[src/rtl/vmem_wr_sched.sv]
// Frame-memory write scheduler: arbitrates a buffered pixel-write FIFO and a clear-screen sweep
// into the vmem port during blanking. Define VMEM_WR_CNT_EN to add the saturating wr_cnt output.
module vmem_wr_sched #(
  parameter int H_MAX      = 640,
  parameter int V_MAX      = 480,
  parameter int FIFO_DEPTH = 8
) (
  input  logic                          clk,
  input  logic                          rst,
  input  logic                          vga_valid,
  input  logic                          wr_valid,
  output logic                          wr_ready,
  input  logic [9:0]                    wr_h,
  input  logic [8:0]                    wr_v,
  input  logic [23:0]                   wr_data,
  input  logic                          clr_req,
  input  logic [23:0]                   clr_color,
  output logic                          clr_busy,
  output logic                          clr_done,
  output logic [$clog2(FIFO_DEPTH):0]   fifo_level,
  output logic                          mem_we,
  output logic [18:0]                   mem_addr,
  output logic [23:0]                   mem_wdata
`ifdef VMEM_WR_CNT_EN
  ,
  output logic [15:0]                   wr_cnt
`endif
);

  localparam int AW = $clog2(FIFO_DEPTH);
  localparam int LW = AW + 1;
  localparam logic [9:0] H_LAST = 10'(H_MAX - 1);
  localparam logic [8:0] V_LAST = 9'(V_MAX - 1);

  typedef enum logic {S_IDLE, S_CLEAR} state_e;

  typedef struct packed {
    logic [9:0]  h;
    logic [8:0]  v;
    logic [23:0] data;
  } pix_t;

  pix_t            fifo_mem [FIFO_DEPTH];
  pix_t            head;
  logic [AW-1:0]   rd_ptr_q, rd_ptr_d, wr_ptr_q, wr_ptr_d;
  logic [LW-1:0]   level_q, level_d;
  logic            full, empty, push, pop;

  state_e          state_q, state_d;
  logic [9:0]      h_q, h_d;
  logic [8:0]      v_q, v_d;
  logic [23:0]     color_q, color_d;
  logic            done_q, done_d;

  assign full       = (level_q == LW'(FIFO_DEPTH));
  assign empty      = (level_q == '0);
  assign wr_ready   = ~full;
  assign push       = wr_valid & ~full;
  assign head       = fifo_mem[rd_ptr_q];
  assign fifo_level = level_q;
  assign clr_busy   = (state_q == S_CLEAR);
  assign clr_done   = done_q;

  // NOTE: the storage array has no reset; the pointers and level alone decide which entries are valid.
  always_ff @(posedge clk) begin
    if (push) fifo_mem[wr_ptr_q] <= '{h: wr_h, v: wr_v, data: wr_data};
  end

  // Depth is a power of two, so the pointers wrap by natural overflow.
  always_comb begin
    rd_ptr_d = pop  ? rd_ptr_q + 1'b1 : rd_ptr_q;
    wr_ptr_d = push ? wr_ptr_q + 1'b1 : wr_ptr_q;
    case ({push, pop})
      2'b10:   level_d = level_q + 1'b1;
      2'b01:   level_d = level_q - 1'b1;
      default: level_d = level_q;
    endcase
  end

  // NOTE: every signal driven here gets a default first, so no path can infer a latch.
  always_comb begin
    state_d   = state_q;
    h_d       = h_q;
    v_d       = v_q;
    color_d   = color_q;
    done_d    = 1'b0;
    pop       = 1'b0;
    mem_we    = 1'b0;
    mem_addr  = '0;
    mem_wdata = '0;
    case (state_q)
      S_IDLE: begin
        if (!vga_valid && !empty) begin
          mem_we    = 1'b1;
          mem_addr  = {head.h, head.v};
          mem_wdata = head.data;
          pop       = 1'b1;
        end
        if (clr_req) begin
          state_d = S_CLEAR;
          color_d = clr_color;
          h_d     = '0;
          v_d     = '0;
        end
      end
      S_CLEAR: begin
        if (!vga_valid) begin
          mem_we    = 1'b1;
          mem_addr  = {h_q, v_q};
          mem_wdata = color_q;
          if (v_q == V_LAST) begin
            v_d = '0;
            if (h_q == H_LAST) begin
              state_d = S_IDLE;
              done_d  = 1'b1;
            end else begin
              h_d = h_q + 1'b1;
            end
          end else begin
            v_d = v_q + 1'b1;
          end
        end
      end
      default: state_d = S_IDLE;
    endcase
  end

  always_ff @(posedge clk) begin
    if (rst) begin
      rd_ptr_q <= '0;
      wr_ptr_q <= '0;
      level_q  <= '0;
      state_q  <= S_IDLE;
      h_q      <= '0;
      v_q      <= '0;
      color_q  <= '0;
      done_q   <= 1'b0;
    end else begin
      rd_ptr_q <= rd_ptr_d;
      wr_ptr_q <= wr_ptr_d;
      level_q  <= level_d;
      state_q  <= state_d;
      h_q      <= h_d;
      v_q      <= v_d;
      color_q  <= color_d;
      done_q   <= done_d;
    end
  end

`ifdef VMEM_WR_CNT_EN
  logic [15:0] wr_cnt_q;
  assign wr_cnt = wr_cnt_q;

  always_ff @(posedge clk) begin
    if (rst)                                wr_cnt_q <= '0;
    else if (mem_we && wr_cnt_q != 16'hFFFF) wr_cnt_q <= wr_cnt_q + 16'd1;
  end
`endif

endmodule
[config.mk]
export PLATFORM = sky130hd
export DESIGN_NAME = vmem_wr_sched
export DESIGN_NICKNAME = d
export VERILOG_FILES = /design/src/rtl/vmem_wr_sched.sv
export SDC_FILE = /design/constraint.sdc
export NUM_CORES = 1
export LEC_CHECK = 0
export ABC_AREA = 1
export CAP_MARGIN = 20
export CORE_MARGIN = 10
export CORE_UTILIZATION = 25
export CTS_CLUSTER_DIAMETER = 150
export DETAILED_ROUTE_END_ITERATION = 10
export PLACE_DENSITY = 0.51
export REMOVE_ABC_BUFFERS = 1
export SYNTH_ARGS = -nofsm -noshare
export SYNTH_HDL_FRONTEND = slang
export SYNTH_SLANG_ARGS = --single-unit
[constraint.sdc]
create_clock -name clk -period 3.57 [get_ports clk]
set_input_delay 0.714 -clock clk [delete_from_list [all_inputs] [get_ports clk]]
set_output_delay 0.714 -clock clk [all_outputs]
set_load 0.02 [all_outputs]
Run 1, the metal 3 layer:
(1.5 px per µm) Cells faint in the background.
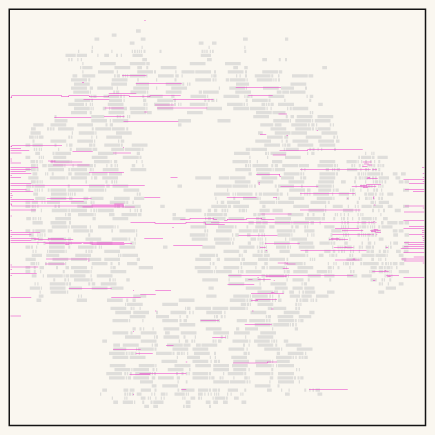
- share of all routed wire: 5.9%
- wire length on this layer: 2,910 µm
global-route met3 utilization: 0.02854
via count: 11,460
final wirelength: 49.12 mm

Run 1, the clock network:
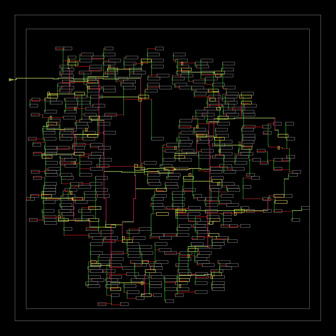
clock buf count: 68
CTS Buf Count: 45
Final Skew: 14.93 ps

Run 1, placement density heat map:
(1.5 px per µm) The die is cut into 28 by 28 equal tiles; white is low, dark blue is high, 0 to 100% covered.
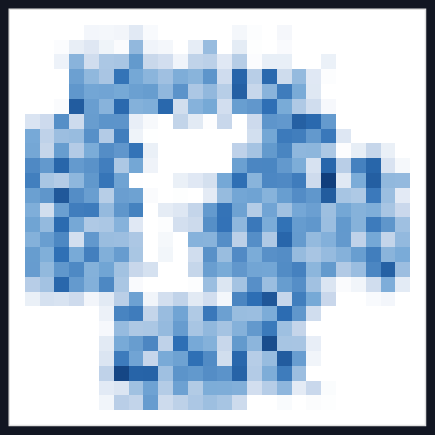
- mean over tiles: 26%
- nearly empty tiles: 40%
- tiles over 75% full: 3.7%
- emptiest ninth of the die: south-east
- fullest tile: 94%

Run 1, clock wires, drivers and flops:
(1.5 px per µm)
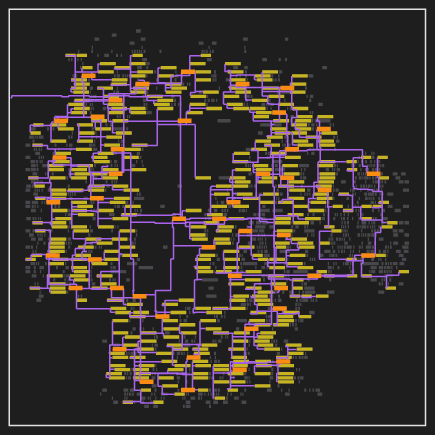
- flip-flops: yellow (count 402)
- clock-net drivers: orange (count 45)
- clock wires: purple (length 5,560 µm)
- routed clock nets: 46
Clk power: 4580 µW
clock group share of total power: 0.347
clk latency late pin: 570 ps

run 1: worst max-delay path, delay by kind of cell (launching register included):
family / cells / cell delay [ps]
DFF: 1 / 510
and+or+nand+nor: 2 / 200
AOI/OAI and AO/OA: 2 / 430
buffers and inverters: 3 / 1040
run 1: per-stage QoR:
stage               hold slack [ps]  cell area, µm²
floorplan                     433.4           15970
global placement              442.9           18920
detailed placement            458.0           18920
CTS                           466.6           20410
global route                  503.5           20560
finish                        464.4           20560
run 1: layer usage:
metal | up-vias | track usage | routed length [µm]
met3 | 82 | 0.02854 | 2912
met2 | 293 | 0.1927 | 22440
li1 | 5432 | - | -
met4 | 8 | 0.03410 | 1050
met5 | - | 0 | 52
met1 | 5640 | 0.1658 | 22660
==> flow_metrics.env, run 1 <==
# physical design summary
export IMPL_status="finished, final reports clean"
export IMPL_xor_area_frac=0.002663
export IMPL_powerSeq_uw=5550
export IMPL_cts_buffer_depth=3
export IMPL_reg2reg_from="fifo_level[0]$_SDFFE_PP0P_"
export IMPL_hpwl_mm=29.64
export IMPL_synth_seq_share=0.6988
export IMPL_cts_setup_buffers=4
export IMPL_ant_nets=0
export IMPL_power_uw=13210
export IMPL_edf_count=344
export IMPL_inverters=44
export IMPL_setup_viol=0
export IMPL_nets=1667
export IMPL_drc=0
export IMPL_clkTransAtPathRegs_ps=60
export IMPL_synth_top_area_share=0.6282
export IMPL_flop_count=402
export IMPL_regMostFlops="fifo_mem"
export IMPL_cts_tree="yes"
export IMPL_worst_r2r_cell_count=14
export IMPL_die_size_y_um=276.5
export IMPL_utilization=0.3172
export IMPL_sh_seq_area=0.5594
export IMPL_maxPowerGroup="sequential cells"
export IMPL_syn_area_per_cell_um2=11.37
export IMPL_drtIter0Drc=839
export IMPL_logic_gates=914
export IMPL_cts_repair_resized=3
export IMPL_place_gp_congestion=0.7962
export IMPL_path_class="register to output port"
export IMPL_vdd_drop_max_v=0.0003456
export IMPL_finalClockPeriodUsage=0.9757
export IMPL_crit_slowest_cell="clkdlybuf4s50_1"
export IMPL_synthAdderAreaFrac=0.005326
export IMPL_fin_tns_setup_ps=0
export IMPL_synthFlopType="edfxtp_1"
export IMPL_preCtsSetupSlack_ps=146.6
export IMPL_track_usage=0.1226
export IMPL_drive_above_1_share=0.09298
export IMPL_p_comb_frac=0.233
export IMPL_finalHoldViolations=0
export IMPL_worst_slew_pin_slew_ps=744.8
export IMPL_buffers=181
export IMPL_vias_per_cell=4.619
export IMPL_yosys_cells=1446
export IMPL_grt_antenna_before_repair=5
export IMPL_endpoint="mem_wdata[10]"
export IMPL_postCtsHoldBufs=0
export IMPL_switching_share=0.2977
export IMPL_grt_pass1_wl_mm=72.33
export IMPL_ys_top_cells_by_count="351 x nor2_1, 344 x edfxtp_1, 159 x o21ai_0, 127 x nand2_1, 86 x o211ai_1"
export IMPL_largest_reg_flops=344
export IMPL_ys_sh_simple=0.1385
export IMPL_area_growth_pct=25.03
export IMPL_crit_path_start_kind="register"
export IMPL_dominant_cells="flip-flops and latches"
export IMPL_mux_share=0
export IMPL_drv_cap=0
export IMPL_worst_r2r_setup_slack_ps=1200
export IMPL_overflow=0
export IMPL_ys_flops=402
export IMPL_endpoint_kind="output port"
export IMPL_p_leak_uw=0.006973
export IMPL_dp_cells=2385
export IMPL_grt_start_max_net_pins=56
export IMPL_synth_top_cell_by_area="edfxtp_1"
export IMPL_fill_cells=6452
export IMPL_synth_cellmix_compoundShare=0.1160
export IMPL_portBuffers=122
export IMPL_r2r_end="fifo_level[2]$_SDFFE_PP0P_"
export IMPL_wl_per_cell_um=19.80
export IMPL_crit_required_ps=2860
export IMPL_top_regs="fifo_mem x344, color_q x24, h_q x10"
export IMPL_pin_count=123
export IMPL_chipArea_um2=76440
export IMPL_cts_sinks=402
export IMPL_drt_first_pass_iters=5
export IMPL_yosys_warnings=0
export IMPL_hold_class="register to register"
export IMPL_floorplan_core_util=0.2537
export IMPL_yosys_stat_area_um2=16440
export IMPL_most_common_cell="nor2_1"
export IMPL_ys_top_logic_family="simple AND/OR/NAND/NOR gates"
export IMPL_fin_crit_ps=3483
export IMPL_grt_pass1_vias=11200
export IMPL_intPower_uw=9276
export IMPL_comb_power_uw=3080
export IMPL_netlist_area_um2=16440
export IMPL_clock_cell_area_share=0.06998
export IMPL_die_x_um=276.5
export IMPL_tap_cells=855
export IMPL_synth_cell_types=37
export IMPL_p_sw_uw=3932
export IMPL_tool_warnings=26
export IMPL_rsz0062_at_grt="no"
export IMPL_num_antenna_cells=1
export IMPL_mostFrequentLayoutCell="edfxtp_1"
export IMPL_fmax_ghz=0.2871
export IMPL_htreeDepth=2
export IMPL_critPathMaxStageDelay_ps=610
export IMPL_setup_slack_ps=86.66
export IMPL_root_buffer="clkbuf_16"
export IMPL_layout_top_cells="344 x edfxtp_1, 343 x nor2_1, 159 x o21ai_0"
export IMPL_hold_path_startpoint="rd_ptr_q[2]$_SDFFE_PP0P_"
export IMPL_arrival_ps=2770
export IMPL_core_area_um2=64810
export IMPL_slew_headroom=0.5017
export IMPL_critPathMaxFanout=24
export IMPL_crit_chain="buf_4, clkbuf_16, o21ai_1, o211ai_1, nand3_1, nand2_1, clkdlybuf4s50_1"
export IMPL_finalMaxSlewViolations=0
export IMPL_p_per_area_nw_per_um2=642.4
export IMPL_power_share_sequential=0.420
export IMPL_synthTopCellsByArea="edfxtp_1 63%, nor2_1 8.0%, dfxtp_1 7.1%"
export IMPL_synthArstFlopShare=0
export IMPL_syn_instance_count=1446
export IMPL_rows=93
export IMPL_regArea_um2=11500
export IMPL_combGateArea_um2=4375
export IMPL_buffer_area_frac=0.09706
export IMPL_instances_no_fill=2480
export IMPL_comb_share=0.2128
export IMPL_hold_depth=2
Run 1, signal wires on met1:
(1 px per µm) Supply wires on this layer in grey.
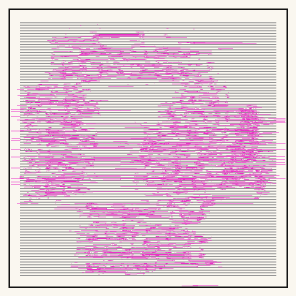

==> run 2: changes to the inputs <==
--- a/config.mk
+++ b/config.mk
@@ -7,6 +7,7 @@
 export LEC_CHECK = 0
 export ABC_AREA = 1
 export CAP_MARGIN = 20
+export CORE_ASPECT_RATIO = 0.7
 export CORE_MARGIN = 10
 export CORE_UTILIZATION = 25
 export CTS_CLUSTER_DIAMETER = 150
Run 2, signal wires on met1:
(1 px per µm) Supply wires on this layer in grey.
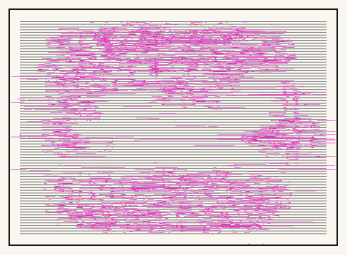
- longest straight run: 102 µm
- main direction: horizontal
- share of all routed wire: 45%
GR Layer Usage met1: 0.1643
via count: 11,340
final wirelength: 48.62 mm

Run 2, placement density heat map:
(1 px per µm) The die is cut into 33 by 23 equal tiles; white is low, dark blue is high, 0 to 100% covered.
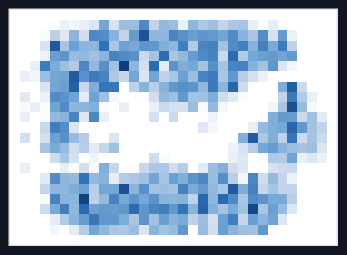
- fullest tile: 94%
- nearly empty tiles: 39%
- tiles over 75% full: 2.9%
fp util: 0.2530
utilization of the core after routing: 0.3131
CORE AREA: 65,000 µm²

==> run 2 against run 1 <==
Synthesized area stayed put. Cell count up 0.20%. Largest power group unchanged. Critical endpoint is now mem_wdata[4]. Clock skew shrank 6.8 ps. Total power decreased by 1.4%.
==> flow_metrics.env, run 2 <==
# physical design summary
export IMPL_finalClockPeriodUsage=0.9490
export IMPL_dp_cells=2404
export IMPL_drc=0
export IMPL_critPathMaxStageDelay_ps=600
export IMPL_ys_top_logic_family="simple AND/OR/NAND/NOR gates"
export IMPL_globalRouteMet3Util=0.02683
export IMPL_largest_reg_flops=344
export IMPL_pin_count=123
export IMPL_clkTransAtPathRegs_ps=60
export IMPL_crit_path_start_kind="register"
export IMPL_worst_slew_pin_slew_ps=963.7
export IMPL_track_usage=0.1222
export IMPL_fin_tns_setup_ps=0
export IMPL_comb_share=0.2150
export IMPL_synth_cellmix_compoundShare=0.1160
export IMPL_fin_skew_ps=8.088
export IMPL_cts_sinks=402
export IMPL_tool_warnings=27
export IMPL_grt_busiest_layer="met2"
export IMPL_die_size_y_um=234.6
export IMPL_cts_buffer_depth=3
export IMPL_crit_slowest_cell="clkdlybuf4s50_1"
export IMPL_ys_flops=402
export IMPL_drive_above_1_share=0.08666
export IMPL_synthTopCellsByArea="edfxtp_1 63%, nor2_1 8.0%, dfxtp_1 7.1%"
export IMPL_crit_chain="inv_4, buf_12, nor2_1, o211ai_1, nand3_1, nand2_1, clkdlybuf4s50_1"
export IMPL_syn_instance_count=1446
export IMPL_finalMaxSlewViolations=0
export IMPL_critical_path_buf_inv_count=3
export IMPL_clock_cell_area_share=0.07175
export IMPL_chipArea_um2=76600
export IMPL_most_common_cell="nor2_1"
export IMPL_die_x_um=326.5
export IMPL_ant_nets=0
export IMPL_status="finished, final reports clean"
export IMPL_grt_antenna_before_repair=5
export IMPL_xor_area_frac=0.002663
export IMPL_setup_viol=0
export IMPL_worst_r2r_cell_count=7
export IMPL_drv_cap=0
export IMPL_yosys_warnings=0
export IMPL_grt_start_max_net_pins=101
export IMPL_path_delay_family="buffers and inverters"
export IMPL_synthAdderAreaFrac=0.005326
export IMPL_edf_count=344
export IMPL_num_antenna_cells=1
export IMPL_layout_top_cells="344 x edfxtp_1, 343 x nor2_1, 159 x o21ai_0"
export IMPL_clk_latency_ps=550
export IMPL_flop_count=402
export IMPL_wl_per_cell_um=19.57
export IMPL_hold_class="register to register"
export IMPL_synth_top_area_share=0.6282
export IMPL_arrival_ps=2670
export IMPL_inverters=44
export IMPL_regArea_um2=11500
export IMPL_place_gp_congestion=0.8015
export IMPL_drtIter0Drc=1123
export IMPL_grt_pass1_wl_mm=71.09
export IMPL_wl_met2_mm=22.72
export IMPL_yosys_stat_area_um2=16440
export IMPL_syn_area_per_cell_um2=11.37
export IMPL_fill_cells=6607
export IMPL_portBuffers=122
export IMPL_synthFlopType="edfxtp_1"
export IMPL_mostFrequentLayoutCell="edfxtp_1"
export IMPL_synth_cell_types=37
export IMPL_critPathMaxFanout=56
export IMPL_path_class="register to output port"
export IMPL_mux_share=0
export IMPL_preCtsSetupSlack_ps=273.6
export IMPL_drt_first_pass_iters=5
export IMPL_htreeDepth=2
export IMPL_p_leak_uw=0.006791
export IMPL_ys_sh_simple=0.1385
export IMPL_hold_slack_ps=470.2
export IMPL_met3_length_mm=2.889
export IMPL_r2r_end="fifo_mem[4][13]$_DFFE_PP_"
export IMPL_setup_slack_ps=181.9
export IMPL_top_regs="fifo_mem x344, color_q x24, h_q x10"
export IMPL_p_per_area_nw_per_um2=640.2
export IMPL_wirelength_met1_mm=22.11
export IMPL_hold_path_startpoint="rd_ptr_q[2]$_SDFFE_PP0P_"
export IMPL_dr_max_layer_used="met5"
export IMPL_endpoint_kind="output port"
export IMPL_power_uw=13030
export IMPL_cts_tree="yes"
export IMPL_clkbuf_count=55
export IMPL_finalHoldViolations=0
export IMPL_reg2reg_from="fifo_level[0]$_SDFFE_PP0P_"
export IMPL_rows=78
export IMPL_tap_cells=880
export IMPL_combGateArea_um2=4375
export IMPL_hold_depth=2
export IMPL_grt_pass1_vias=10760
export IMPL_buffers=165
export IMPL_instances_no_fill=2485
export IMPL_fmax_ghz=0.2952
export IMPL_worst_r2r_setup_slack_ps=1310
export IMPL_buffer_area_frac=0.08553
export IMPL_postCtsHoldBufs=0
export IMPL_finalInstanceArea_um2=20350
export IMPL_ys_top_cells_by_count="351 x nor2_1, 344 x edfxtp_1, 159 x o21ai_0, 127 x nand2_1, 86 x o211ai_1"
export IMPL_overflow=0
export IMPL_cts_buffers=43
export IMPL_synthArstFlopShare=0
export IMPL_vias_per_cell=4.562
export IMPL_fin_crit_ps=3388
export IMPL_yosys_cells=1446
export IMPL_rsz0062_at_grt="no"
export IMPL_dominant_cells="flip-flops and latches"
export IMPL_netlist_area_um2=16440
export IMPL_dpl_cell_area_um2=18840
export IMPL_nets=1649
export IMPL_vdd_drop_max_v=0.0002736
export IMPL_logic_gates=914
export IMPL_root_buffer="clkbuf_16"
export IMPL_synth_top_cell_by_area="edfxtp_1"
export IMPL_grt_util_met2=0.1995
[run 2: cell counts after synthesis]
No cell type changed its count.
[run 2: where the power goes]
part           switching [µW]  internal (µW)  leakage (µW)
Combinational            1860           1040       0.00248
Clock                    1860           2750      0.000711
Sequential                117           5400       0.00360
Total                    3840           9190       0.00679
[run 2: worst max-delay path by stage]
stage / endpoint / slack, ps / cells past startpoint
after floorplan: mem_addr[17] / -2690 / 5
after global placement: mem_addr[6] / 280 / 8
after detailed placement: mem_addr[7] / 270 / 8
after CTS: mem_addr[6] / 50 / 6
after global routing: mem_addr[8] / 20 / 8
final: mem_wdata[4] / 180 / 7
[run 2: what timing repair did]
item,CTS,global route
endpoints found under the setup margin,0,7
gates resized,0,4
setup buffers,0,0
Power figures rest on the tool's default switching activity, not on a simulated workload.
